File: src/rtl/shiftreg_feeder.sv
// shiftreg_feeder: accepts an n-bit word over a LOAD/READY handshake and
// streams it LSB-first on SOUT with an EN strobe, so that a downstream
// right-shifting register (serial input at its MSB) holds the word after
// n strobed edges. A one-entry holding buffer lets the next word queue up
// while the current frame shifts, and GAP idle cycles separate frames.
module shiftreg_feeder #(
    parameter int n   = 4,
    parameter int GAP = 1
) (
    input  logic         CLK,
    input  logic         RST,
    input  logic [n-1:0] DIN,
    input  logic         LOAD,
    output logic         READY,
    output logic         EN,
    output logic         SOUT,
    output logic         BUSY,
    output logic         DONE
);

    localparam int CW = $clog2(n);
    // A zero-length gap still needs a legal (unused) one-bit counter.
    localparam int GW = (GAP > 0) ? $clog2(GAP + 1) : 1;
    localparam logic [CW-1:0] CNT_LAST  = CW'(n - 1);
    localparam logic [GW-1:0] GCNT_LAST = (GAP > 0) ? GW'(GAP - 1) : '0;

    typedef enum logic [1:0] {
        S_IDLE,
        S_SHIFT,
        S_GAP
    } state_t;

    state_t          state;
    state_t          state_n;
    logic [n-1:0]    hold;
    logic            hold_v;
    logic [n-1:0]    sr;
    logic [CW-1:0]   cnt;
    logic [GW-1:0]   gcnt;
    logic            done_r;

    // Decoded actions for the current cycle.
    logic            reload;
    logic            shift;
    logic            frame_end;
    logic            gap_clr;
    logic            gap_inc;
    logic            accept;

    // READY depends on the holding flag only, so LOAD never reaches an output.
    assign accept = LOAD && !hold_v;

    // State register.
    always_ff @(posedge CLK or posedge RST) begin
        if (RST) begin
            state <= S_IDLE;
        end else begin
            state <= state_n;
        end
    end

    // Next-state decode and per-cycle datapath actions.
    always_comb begin
        state_n   = state;
        reload    = 1'b0;
        shift     = 1'b0;
        frame_end = 1'b0;
        gap_clr   = 1'b0;
        gap_inc   = 1'b0;
        case (state)
            S_IDLE: begin
                if (hold_v) begin
                    reload  = 1'b1;
                    state_n = S_SHIFT;
                end
            end
            S_SHIFT: begin
                shift = 1'b1;
                if (cnt == CNT_LAST) begin
                    frame_end = 1'b1;
                    if (GAP > 0) begin
                        gap_clr = 1'b1;
                        state_n = S_GAP;
                    end else if (hold_v) begin
                        // Zero gap: next word follows with EN held high.
                        reload = 1'b1;
                    end else begin
                        state_n = S_IDLE;
                    end
                end
            end
            S_GAP: begin
                gap_inc = 1'b1;
                if (gcnt == GCNT_LAST) begin
                    if (hold_v) begin
                        reload  = 1'b1;
                        state_n = S_SHIFT;
                    end else begin
                        state_n = S_IDLE;
                    end
                end
            end
            default: begin
                state_n = S_IDLE;
            end
        endcase
    end

    // Holding buffer: filled on an accepted LOAD, emptied by a reload.
    // The two never coincide because accept needs hold_v low and reload
    // needs it high, so a word offered on the reload edge is not taken.
    always_ff @(posedge CLK or posedge RST) begin
        if (RST) begin
            hold   <= '0;
            hold_v <= 1'b0;
        end else if (accept) begin
            hold   <= DIN;
            hold_v <= 1'b1;
        end else if (reload) begin
            hold_v <= 1'b0;
        end
    end

    // Shift word and bit counter.
    always_ff @(posedge CLK or posedge RST) begin
        if (RST) begin
            sr  <= '0;
            cnt <= '0;
        end else if (reload) begin
            sr  <= hold;
            cnt <= '0;
        end else if (shift) begin
            sr  <= sr >> 1;
            cnt <= cnt + 1'b1;
        end
    end

    // Inter-frame gap counter.
    always_ff @(posedge CLK or posedge RST) begin
        if (RST) begin
            gcnt <= '0;
        end else if (gap_clr) begin
            gcnt <= '0;
        end else if (gap_inc) begin
            gcnt <= gcnt + 1'b1;
        end
    end

    // One-cycle DONE pulse following the last strobed bit of a frame.
    always_ff @(posedge CLK or posedge RST) begin
        if (RST) begin
            done_r <= 1'b0;
        end else begin
            done_r <= frame_end;
        end
    end

    assign READY = !hold_v;
    assign EN    = (state == S_SHIFT);
    assign SOUT  = sr[0];
    assign BUSY  = (state != S_IDLE) || hold_v;
    assign DONE  = done_r;

endmodule

File: config.mk
export PLATFORM = sky130hd
export DESIGN_NAME = shiftreg_feeder
export DESIGN_NICKNAME = d
export VERILOG_FILES = /design/src/rtl/shiftreg_feeder.sv
export SDC_FILE = /design/constraint.sdc
export NUM_CORES = 1
export LEC_CHECK = 0
export ABC_AREA = 1
export CORE_MARGIN = 10
export CORE_UTILIZATION = 25
export CTS_CLUSTER_DIAMETER = 60
export CTS_CLUSTER_SIZE = 20
export DETAILED_ROUTE_END_ITERATION = 8
export GPL_TIMING_DRIVEN = 0
export PLACE_DENSITY_LB_ADDON = 0.12
export SLEW_MARGIN = 10
export SYNTH_ARGS = -nofsm -noshare
export SYNTH_HDL_FRONTEND = slang
export SYNTH_SLANG_ARGS = --single-unit
File: constraint.sdc
create_clock -name CLK -period 0.91 [get_ports CLK]
set_input_delay 0.182 -clock CLK [delete_from_list [all_inputs] [get_ports CLK]]
set_output_delay 0.182 -clock CLK [all_outputs]
set_load 0.005 [all_outputs]
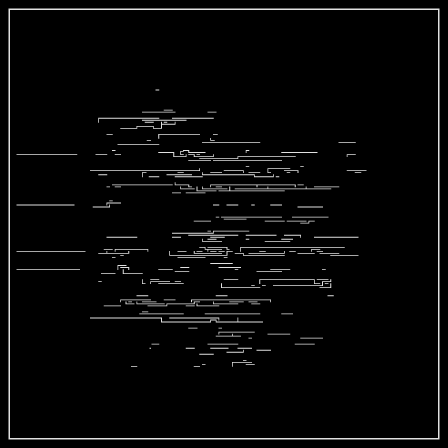
**Above:** run 1 (signal wires on met1).
main direction = horizontal
share of all routed wire = 43%
longest straight run = 18.4 um
number of vias after detailed routing: 647
wirelength, routed: 1.80 mm
global-route met1 utilization: 0.0828

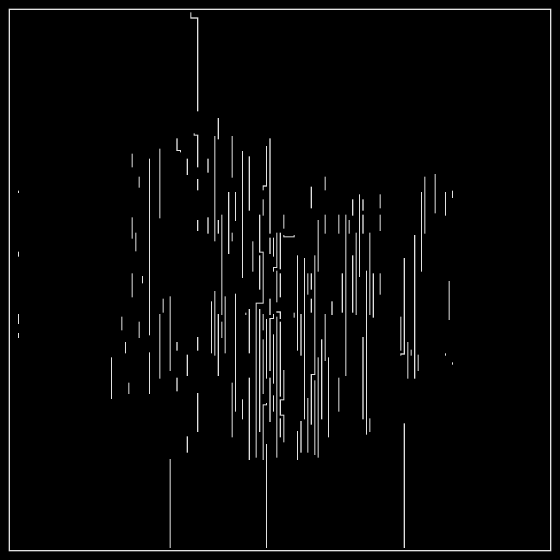
**Above:** run 1 (met2 routing).
share of all routed wire = 48%
wire length on this layer = 870 um
met2 routing resource usage after global routing: 0.117

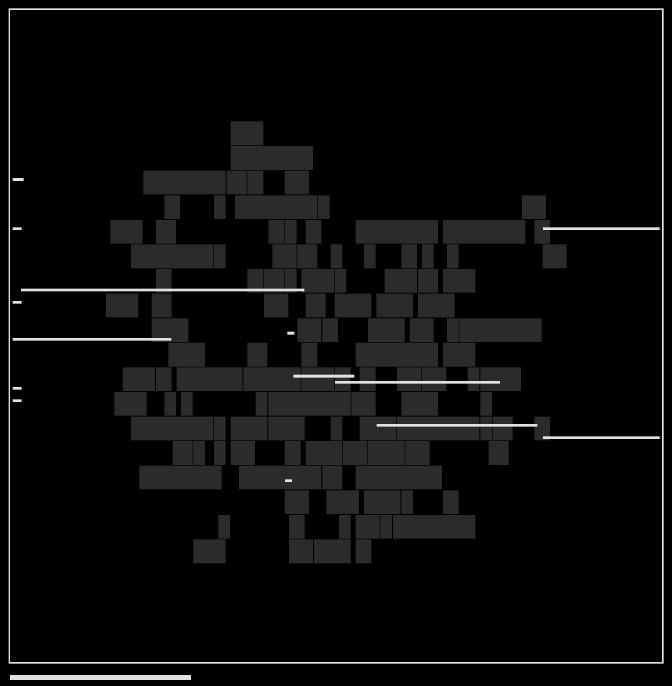
**Above:** run 1 (the metal 3 layer).
Bar = 20 um. Cells faint in the background.
longest straight run = 31.0 um
main direction = horizontal
nets with wire on the layer = 12
M3 GR Usage: 0.0218

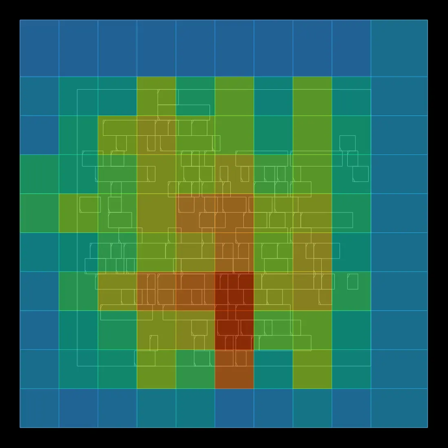
**Above:** run 1 (routing congestion map).
routed len/inst: 12.4 um
global routing usage summed across all routing layers: 0.0729
final core utilization: 0.441

==> run_results.csv, run 1 <==
group,metric,value,unit
status,run_status,"finished with violations",
status,violations,"negative setup slack",
synthesis,async_set_or_reset_register_ratio_after_synthesis,1.00,
route,highest-signal-layer,"met4",
route,via_per_instance_ratio,4.46,
cells_and_area,largest_registers,"hold (4), sr (4)",
sta,report.final.slew_viol_count,0,
floorplanning,chipHeight,72.1,um
route,met1_length,781,um
route,drtPass1Iterations,4,
sta,finalHoldViolations,0,
critical_path,worst_r2r_path_depth,7,
placed_design,worst_setup_slack_post_dpl,-471,ps
floorplanning,io-pin-count,12,
clocking,clock_tree.root_cell,"sky130_fd_sc_hd__clkbuf_4",
cells_and_area,combAreaFraction,0.312,
cells_and_area,fin_area,1120,sq um
synthesis,fp_nets,88,
synthesis,postSynthAreaPerCell,8.49,sq um
cells_and_area,clockNetworkAreaShare,0.0234,
synthesis,netlist-cell-type-count,15,
critical_path,crit_slowest_cell,"sky130_fd_sc_hd__dfrtp_1",
synthesis,yosys.cell_count.top_type,"sky130_fd_sc_hd__nand2_1",
synthesis,flop_cell,"sky130_fd_sc_hd__dfrtp_1",
clocking,clk_pin_slew_worst_paths,90,ps
hold_path,hold_path.class,"input pin to async pin",
cells_and_area,nNonClkBuffers,32,
critical_path,crit_cells,4,
clocking,post-cts-setup-buffer-count,13,
synthesis,netlist_top_cells_count,"sky130_fd_sc_hd__nand2_1, sky130_fd_sc_hd__dfrtp_1, sky130_fd_sc_hd__nand3_1, sky130_fd_sc_hd__inv_1, sky130_fd_sc_hd__nor2_1",
synthesis,synth-seq-cells,15,
power_and_ir_drop,netSwitchingFraction,0.405,
critical_path,crit_chain,"inv_2 -> buf_6 -> nor2_4 -> buf_2",
power_and_ir_drop,cellLeakagePower,0.571,nW
placed_design,hpwl,1.05,mm
synthesis,top_area_frac,0.552,
sta,final.min_clock_period,1270,ps
clocking,clkSinkCount,15,
route,post-route-drc-count,0,
route,drt_iter0_markers,17,
cells_and_area,sequential_cell_area,377,sq um
critical_path,critical_path_buf_inv_count,3,
sta,postLayoutSetupSlackWorst,-357,ps
placed_design,gpl_congestion,0.685,
cells_and_area,area.share.sequential,0.336,
power_and_ir_drop,power.clock.total,0.000393,W
power_and_ir_drop,top_power_group,"combinational logic",
synthesis,top_cells_by_area,"sky130_fd_sc_hd__dfrtp_1, sky130_fd_sc_hd__nand2_1, sky130_fd_sc_hd__nand3_1",
sta,setup_total_negative_slack,-3690,ps
cells_and_area,fraction_of_final_layout_cells_with_drive_strength_greater_than_1,0.513,
cells_and_area,n_all_inverters,11,
floorplanning,placement_rows,18,
critical_path,timing.rr.start,"state[0]",
sta,ratio_of_final_minimum_period_to_clock_period,1.39,
cells_and_area,multiInputCombCellCount,53,
cells_and_area,layout.sequential_cells,15,
sta,fin_worst_skew,3.95,ps
synthesis,synth_xor_xnor_area_share,0,
cells_and_area,clock_buffers,4,
critical_path,cp-end-kind,"primary output",
sta,max_slew_margin,0.617,
clocking,cts_buf_count,3,
critical_path,crit_arrival,1090,ps
critical_path,crit_fanout,2,
critical_path,crit_path_class,"register to primary output",
synthesis,synthesis.instances,80,
synthesis,synth.cellmix.simpleShare,0.315,
critical_path,regToRegEndpoint,"sr[2]",
critical_path,cp-start-kind,"register",
cells_and_area,final_layout_top_logic_cells,"sky130_fd_sc_hd__dfrtp_1, sky130_fd_sc_hd__nand2_1, sky130_fd_sc_hd__buf_4",
power_and_ir_drop,peakVddDrop,1.79,mV
cells_and_area,design.final.nets,124,
route,wl_met2,869,um
critical_path,crit_required,730,ps
route,wl_met3,119,um
power_and_ir_drop,reg_power_frac,0.293,
synthesis,synth_area,679,sq um
global_routing,first_global_vias,659,
clocking,cts-resized-gates,43,
placed_design,dpl-instance-area,827,sq um
power_and_ir_drop,power.sequential.total,0.00119,W
sta,setup_viol_count_final,17,
critical_path,cpPeakStageDelay,380,ps
clocking,tritoncts,"yes",
global_routing,initial_antenna_violation_count,0,
floorplanning,tap-cell-count,30,
power_and_ir_drop,power_report.internal_total,0.00241,W
synthesis,ys_seq_share,0.552,
synthesis,synth.yosys.num_cells,80,
power_and_ir_drop,powerDensity,3610,nW/um^2
power_and_ir_drop,power.clock.fraction,0.097,
power_and_ir_drop,netSwitchingPower,0.00164,W
==> inputs of run 2 (changes only) <==
SLEW_MARGIN = 15   (was 10)
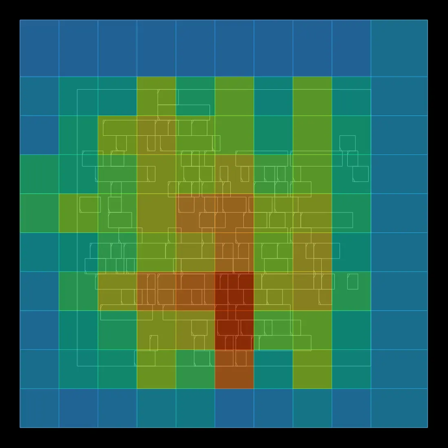
**Above:** run 2 (routing congestion map).
layer with the highest usage after global routing: met2

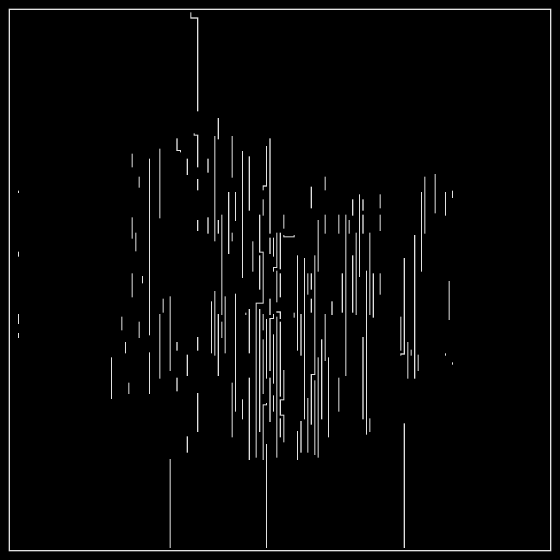
**Above:** run 2 (met2 routing).
wire length on this layer = 870 um
longest straight run = 23.5 um

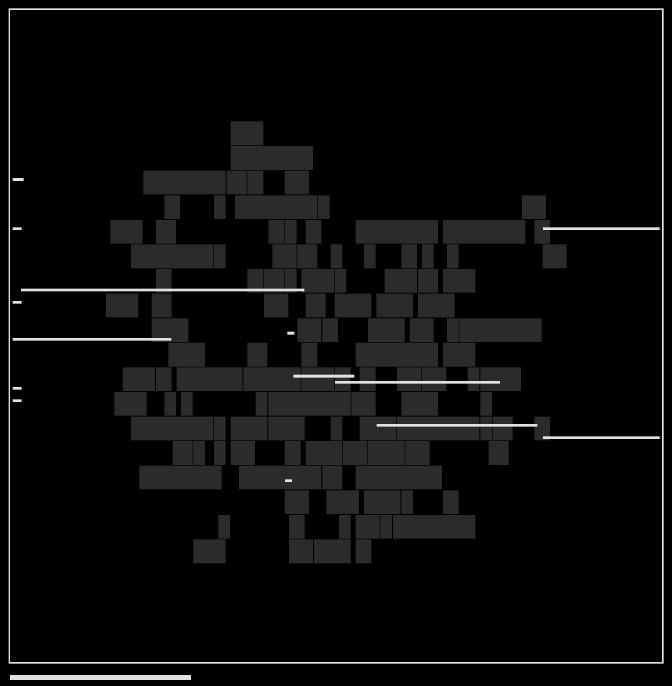
**Above:** run 2 (the metal 3 layer).
Bar = 20 um. Cells faint in the background.
nets with wire on the layer = 12
main direction = horizontal
longest straight run = 31.0 um
wire length on this layer = 120 um
share of all routed wire = 6.6%

==> run_results.csv, run 2 <==
group,metric,value,unit
status,run_status,"finished with violations",
status,violations,"negative setup slack",
clocking,clk_pin_slew_worst_paths,90,ps
sta,setup_viol_count_final,17,
synthesis,synth.yosys.num_cells,80,
clocking,tritoncts,"yes",
placed_design,worst_setup_slack_post_dpl,-471,ps
hold_path,hold_path.class,"input pin to async pin",
critical_path,critical_path_buf_inv_count,3,
placed_design,hpwl,1.05,mm
critical_path,crit_fanout,2,
clocking,post-cts-setup-buffer-count,13,
route,wl_met3,119,um
cells_and_area,final_layout_top_logic_cells,"sky130_fd_sc_hd__dfrtp_1, sky130_fd_sc_hd__nand2_1, sky130_fd_sc_hd__buf_4",
cells_and_area,n_all_inverters,11,
synthesis,top_area_frac,0.552,
critical_path,timing.rr.start,"state[0]",
global_routing,initial_antenna_violation_count,0,
critical_path,crit_path_class,"register to primary output",
cells_and_area,final_core_utilization,0.441,
sta,postLayoutSetupSlackWorst,-357,ps
critical_path,worst_r2r_path_depth,7,
floorplanning,tap-cell-count,30,
sta,fin_worst_skew,3.95,ps
critical_path,cpPeakStageDelay,380,ps
power_and_ir_drop,power.sequential.total,0.00119,W
cells_and_area,multiInputCombCellCount,53,
floorplanning,chipHeight,72.1,um
critical_path,cp-end-kind,"primary output",
floorplanning,io-pin-count,12,
cells_and_area,largest_registers,"hold (4), sr (4)",
cells_and_area,layout.sequential_cells,15,
synthesis,synth_area,679,sq um
synthesis,synth-seq-cells,15,
clocking,cts_buf_count,3,
synthesis,flop_cell,"sky130_fd_sc_hd__dfrtp_1",
sta,max_slew_margin,0.617,
synthesis,async_set_or_reset_register_ratio_after_synthesis,1.00,
power_and_ir_drop,top_power_group,"combinational logic",
cells_and_area,sequential_cell_area,377,sq um
placed_design,dpl-instance-area,827,sq um
route,highest-signal-layer,"met4",
route,routed_wl,1.80,mm
global_routing,groute.layer.met3.usage,0.0218,
critical_path,crit_chain,"inv_2 -> buf_6 -> nor2_4 -> buf_2",
power_and_ir_drop,power.clock.total,0.000393,W
critical_path,crit_cells,4,
power_and_ir_drop,powerDensity,3610,nW/um^2
power_and_ir_drop,netSwitchingPower,0.00164,W
cells_and_area,clockNetworkAreaShare,0.0234,
clocking,clock_tree.root_cell,"sky130_fd_sc_hd__clkbuf_4",
power_and_ir_drop,power_report.internal_total,0.00241,W
global_routing,use_met1,0.0828,
sta,final.min_clock_period,1270,ps
cells_and_area,design.final.nets,124,
power_and_ir_drop,peakVddDrop,1.79,mV
placed_design,gpl_congestion,0.685,
power_and_ir_drop,netSwitchingFraction,0.405,
synthesis,postSynthAreaPerCell,8.49,sq um
clocking,cts-resized-gates,43,
critical_path,crit_required,730,ps
critical_path,regToRegEndpoint,"sr[2]",
cells_and_area,clock_buffers,4,
==> inputs of run 3 (changes only) <==
SLEW_MARGIN = 30   (was 15)
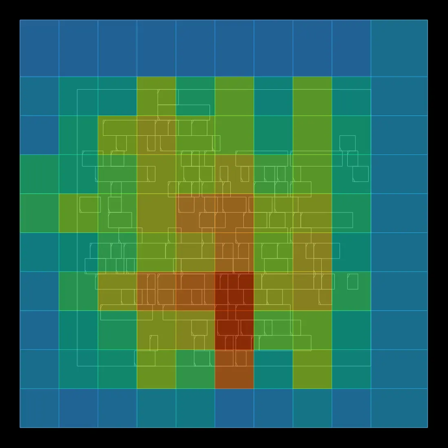
**Above:** run 3 (routing congestion map).

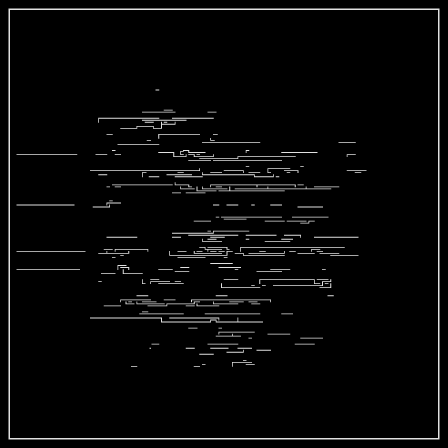
**Above:** run 3 (signal wires on met1).
main direction = horizontal
wire length on this layer = 781 um
longest straight run = 18.4 um
share of all routed wire = 43%
nets with wire on the layer = 112

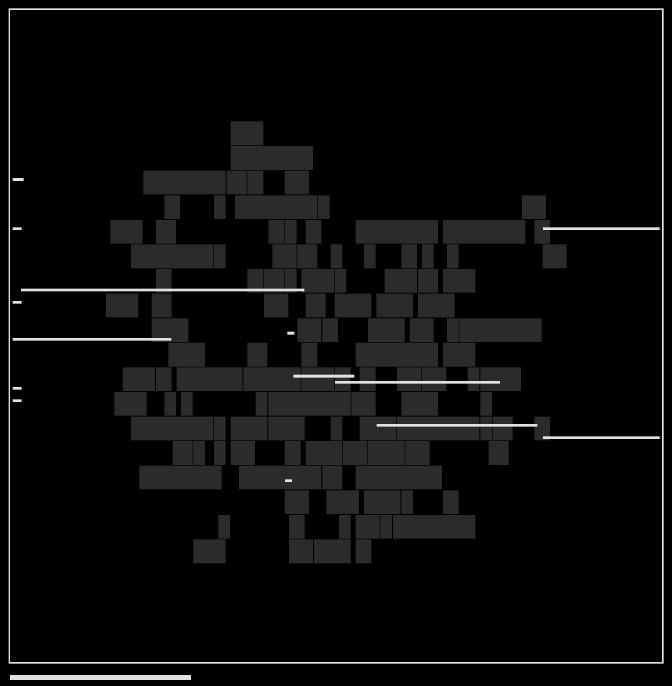
**Above:** run 3 (the metal 3 layer).
Bar = 20 um. Cells faint in the background.
main direction = horizontal
longest straight run = 31.0 um

==> run_results.csv, run 3 <==
group,metric,value,unit
status,run_status,"finished with violations",
status,violations,"negative setup slack",
clocking,clock_tree.htree_level_count,1,
power_and_ir_drop,power_report.internal_total,0.00241,W
critical_path,crit_arrival,1090,ps
route,detailroute.via_count,647,
global_routing,use_met2,0.117,
critical_path,timing.critical_path.to,"EN",
synthesis,top_cells_by_area,"sky130_fd_sc_hd__dfrtp_1, sky130_fd_sc_hd__nand2_1, sky130_fd_sc_hd__nand3_1",
critical_path,worst_path_dominant_cell_family,"flip-flops",
sta,achievable-frequency,0.789,GHz
synthesis,synth-seq-cells,15,
power_and_ir_drop,netSwitchingPower,0.00164,W
power_and_ir_drop,peakVddDrop,1.79,mV
cells_and_area,n_all_inverters,11,
synthesis,netlist_top_cells_count,"sky130_fd_sc_hd__nand2_1, sky130_fd_sc_hd__dfrtp_1, sky130_fd_sc_hd__nand3_1, sky130_fd_sc_hd__inv_1, sky130_fd_sc_hd__nor2_1",
cells_and_area,largestClassByArea,"sequential cells",
floorplanning,coreArea,2540,sq um
critical_path,crit_fanout,2,
global_routing,groute.layer.met3.usage,0.0218,
hold_path,hold_path.class,"input pin to async pin",
synthesis,synth_area,679,sq um
placed_design,place.port_buffers,11,
cells_and_area,final_layout_top_logic_cells,"sky130_fd_sc_hd__dfrtp_1, sky130_fd_sc_hd__nand2_1, sky130_fd_sc_hd__buf_4",
cells_and_area,fin_area,1120,sq um
sta,report.final.slew_viol_count,0,
synthesis,synthesis.yosys.warnings,0,
placed_design,gpl_congestion,0.685,
power_and_ir_drop,netSwitchingFraction,0.405,
power_and_ir_drop,combinationalPower,0.00247,W
synthesis,synth.logic.top_family,"simple AND/OR/NAND/NOR gates",
global_routing,initial_antenna_violation_count,0,
synthesis,synth-area-yosys,679,sq um
synthesis,top_area_frac,0.552,
synthesis,synth.yosys.num_cells,80,
cells_and_area,clock_buffers,4,
critical_path,worstSetupStartpoint,"state[0]",
floorplanning,placement_rows,18,
route,wl_met2,869,um
critical_path,cp-end-kind,"primary output",
cells_and_area,fraction_of_final_layout_cells_with_drive_strength_greater_than_1,0.513,
placed_design,worst_setup_slack_post_dpl,-471,ps
critical_path,timing.rr.start,"state[0]",
synthesis,fp_nets,88,
clocking,clk_pin_slew_worst_paths,90,ps
cells_and_area,layout.filler_cells,270,
route,wl_per_cell,12.4,um
synthesis,async_set_or_reset_register_ratio_after_synthesis,1.00,
route,highest-signal-layer,"met4",
synthesis,synth_xor_xnor_area_share,0,
clocking,post-cts-setup-buffer-count,13,
clocking,clock_tree.root_cell,"sky130_fd_sc_hd__clkbuf_4",
critical_path,crit_path_class,"register to primary output",
sta,final.min_clock_period,1270,ps
cells_and_area,area_share_nonclk_buffers,0.252,
cells_and_area,combAreaFraction,0.312,
cells_and_area,multiInputCombCellCount,53,
synthesis,synthesis.instances,80,
job,log.warning_count,29,
cells_and_area,sequential_cell_area,377,sq um
synthesis,fa_ha_area_frac,0.0184,
sta,whs,242,ps
cells_and_area,layout_top_cell_excl_fill_tap,"sky130_fd_sc_hd__dfrtp_1",
floorplanning,io-pin-count,12,
clocking,cts_buf_count,3,
global_routing,grt_usage,0.0729,
cells_and_area,layout.area.comb,350,sq um
power_and_ir_drop,powerDensity,3610,nW/um^2
power_and_ir_drop,top_power_group,"combinational logic",
cells_and_area,clockNetworkAreaShare,0.0234,
global_routing,use_met1,0.0828,
global_routing,grt_start_max_net_pins,16,
cells_and_area,largest_registers,"hold (4), sr (4)",
route,post-route-drc-count,0,
cells_and_area,layout.sequential_cells,15,
sta,postLayoutSetupSlackWorst,-357,ps
critical_path,cpPeakStageDelay,380,ps
cells_and_area,area.share.sequential,0.336,
job,cap_violations,0,
synthesis,flop_cell,"sky130_fd_sc_hd__dfrtp_1",
floorplanning,tap-cell-count,30,
clocking,cts-resized-gates,43,
synthesis,postSynthAreaPerCell,8.49,sq um
synthesis,number_of_synthesized_flops_with_an_enable_pin,0,
sta,setup_viol_count_final,17,
critical_path,regToRegEndpoint,"sr[2]",
synthesis,yosys.area.top_type,"sky130_fd_sc_hd__dfrtp_1",
sta,fin_worst_skew,3.95,ps
placed_design,hpwl,1.05,mm
critical_path,crit_required,730,ps
critical_path,critical_path_buf_inv_count,3,
power_and_ir_drop,power.sequential.total,0.00119,W
placed_design,dpl-instance-area,827,sq um
floorplanning,chipHeight,72.1,um
clocking,tritoncts,"yes",
synthesis,yosys.cell_count.top_type,"sky130_fd_sc_hd__nand2_1",
route,routed_wl,1.80,mm
critical_path,crit_cells,4,
clocking,clkSinkCount,15,
critical_path,worst_r2r_path_depth,7,
global_routing,layer_with_the_highest_usage_after_global_routing,"met2",
critical_path,crit_chain,"inv_2 -> buf_6 -> nor2_4 -> buf_2",
critical_path,crit_slowest_cell,"sky130_fd_sc_hd__dfrtp_1",
cells_and_area,design.final.nets,124,
sta,max_slew_margin,0.617,
power_and_ir_drop,power.clock.total,0.000393,W
power_and_ir_drop,reg_power_frac,0.293,
route,wl_met3,119,um
sta,finalHoldViolations,0,
cells_and_area,final_core_utilization,0.441,
clocking,worstSkewPairLatency,290,ps
route,via_per_instance_ratio,4.46,
